**I/O pins on the die edge**

Drawn at 6 px/um. Pins as bars across the die edge, other pins in gray.
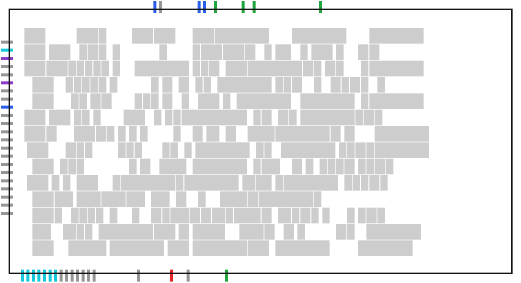
**Selected gate families**

Drawn at 6 px/um.
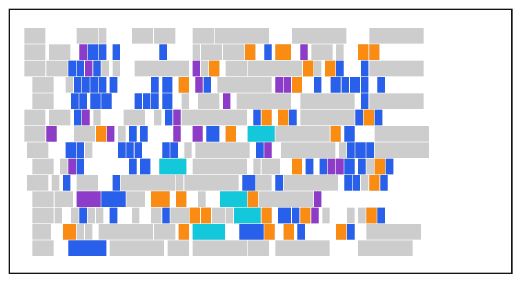
Design flag_register_unit, sky130hd; sources not shown.
==> metrics.yaml <==
run_status:
  status: "completed"
final_layout:
  n_all_inverters: 35
  n_antenna_cell: 0
  buf_share_pct: 17.7
  clkbuf_count: 3
power_and_ir_drop:
  pwr.group.sequential_w: 0.000790
  power.total_w: 0.00240
  p_per_area_nw_per_um2: 1250
  maxPowerGroup: "combinational cells"
logic_synthesis:
  common_cells: "62 x nand2_1, 32 x inv_1, 24 x dfrtp_1, 22 x o21ai_0, 18 x nor2_1"
  top_logic_kind: "simple AND/OR/NAND/NOR gates"
  ys_cells: 199
  ff_type: "dfrtp_1"
  synthesis.nets: 244
  top_cells_by_area: "dfrtp_1 42%, nand2_1 16%, inv_1 8.4%"
  synth-xor-area-share_pct: 1.23
  synth_area_sq_um: 1420
  yosysWarnings: 0
global_routing:
  use_met2_pct: 33.9
  met1_usage_pct: 24.0
  grt_pass1_wl_um: 5510
  track_usage_pct: 19.5
detailed_routing:
  wl_per_cell_um: 12.2
  drt_pass1_iterations: 4
  routed_wl_um: 3390
  wl_met2_um: 1620
  vias: 1363
worst_setup_path:
  crit_path_max_fanout: 12
  worstPathArrival_ns: 1.68
  path_depth: 6
  criticalPathCategory: "register to output port"
clock_network:
  ctsRootBufferMaster: "clkbuf_16"
  insertion_delay_ns: 0.26
  h-tree-depth: 1
  cts_setup_buffers: 0
worst_hold_path:
  worstHoldPathType: "input port to async pin"
job:
  warnings: 44
  maxCapViolCount: 0
floorplan:
  io_pins: 48
  n_tap_cell: 40
timing:
  drv_slew: 0
  tns_ns: 0
Notes on 'I/O pins on the die edge' above:
- op_class: purple (pins 2; direction input; edge left)
- r_flag: green (pins 5; direction output; edge 4 top, 1 bottom)
- rst_n: red (pins 1; direction input; edge bottom)
- flag_mask: blue (pins 4; direction input; edge 3 top, 1 left)
- a: cyan (pins 8; direction input; edge 7 bottom, 1 left)
- all pins by edge: 22 left, 18 bottom, 8 top
PortBufs: 33
die width: 83.5 um

Notes on 'selected gate families' above:
- aoi and oai cells: orange (cells 31; most used o21ai_0)
- nor cells: purple (cells 21; most used nor2_1)
- nand cells: blue (cells 80; most used nand2_1)
- fa/ha/maj cells: cyan (cells 5; most used ha_1)
combinational share of cell area: 35.7%
Layout Cells excl Fill: 277
Top cell excl fill/tap: nand2_1

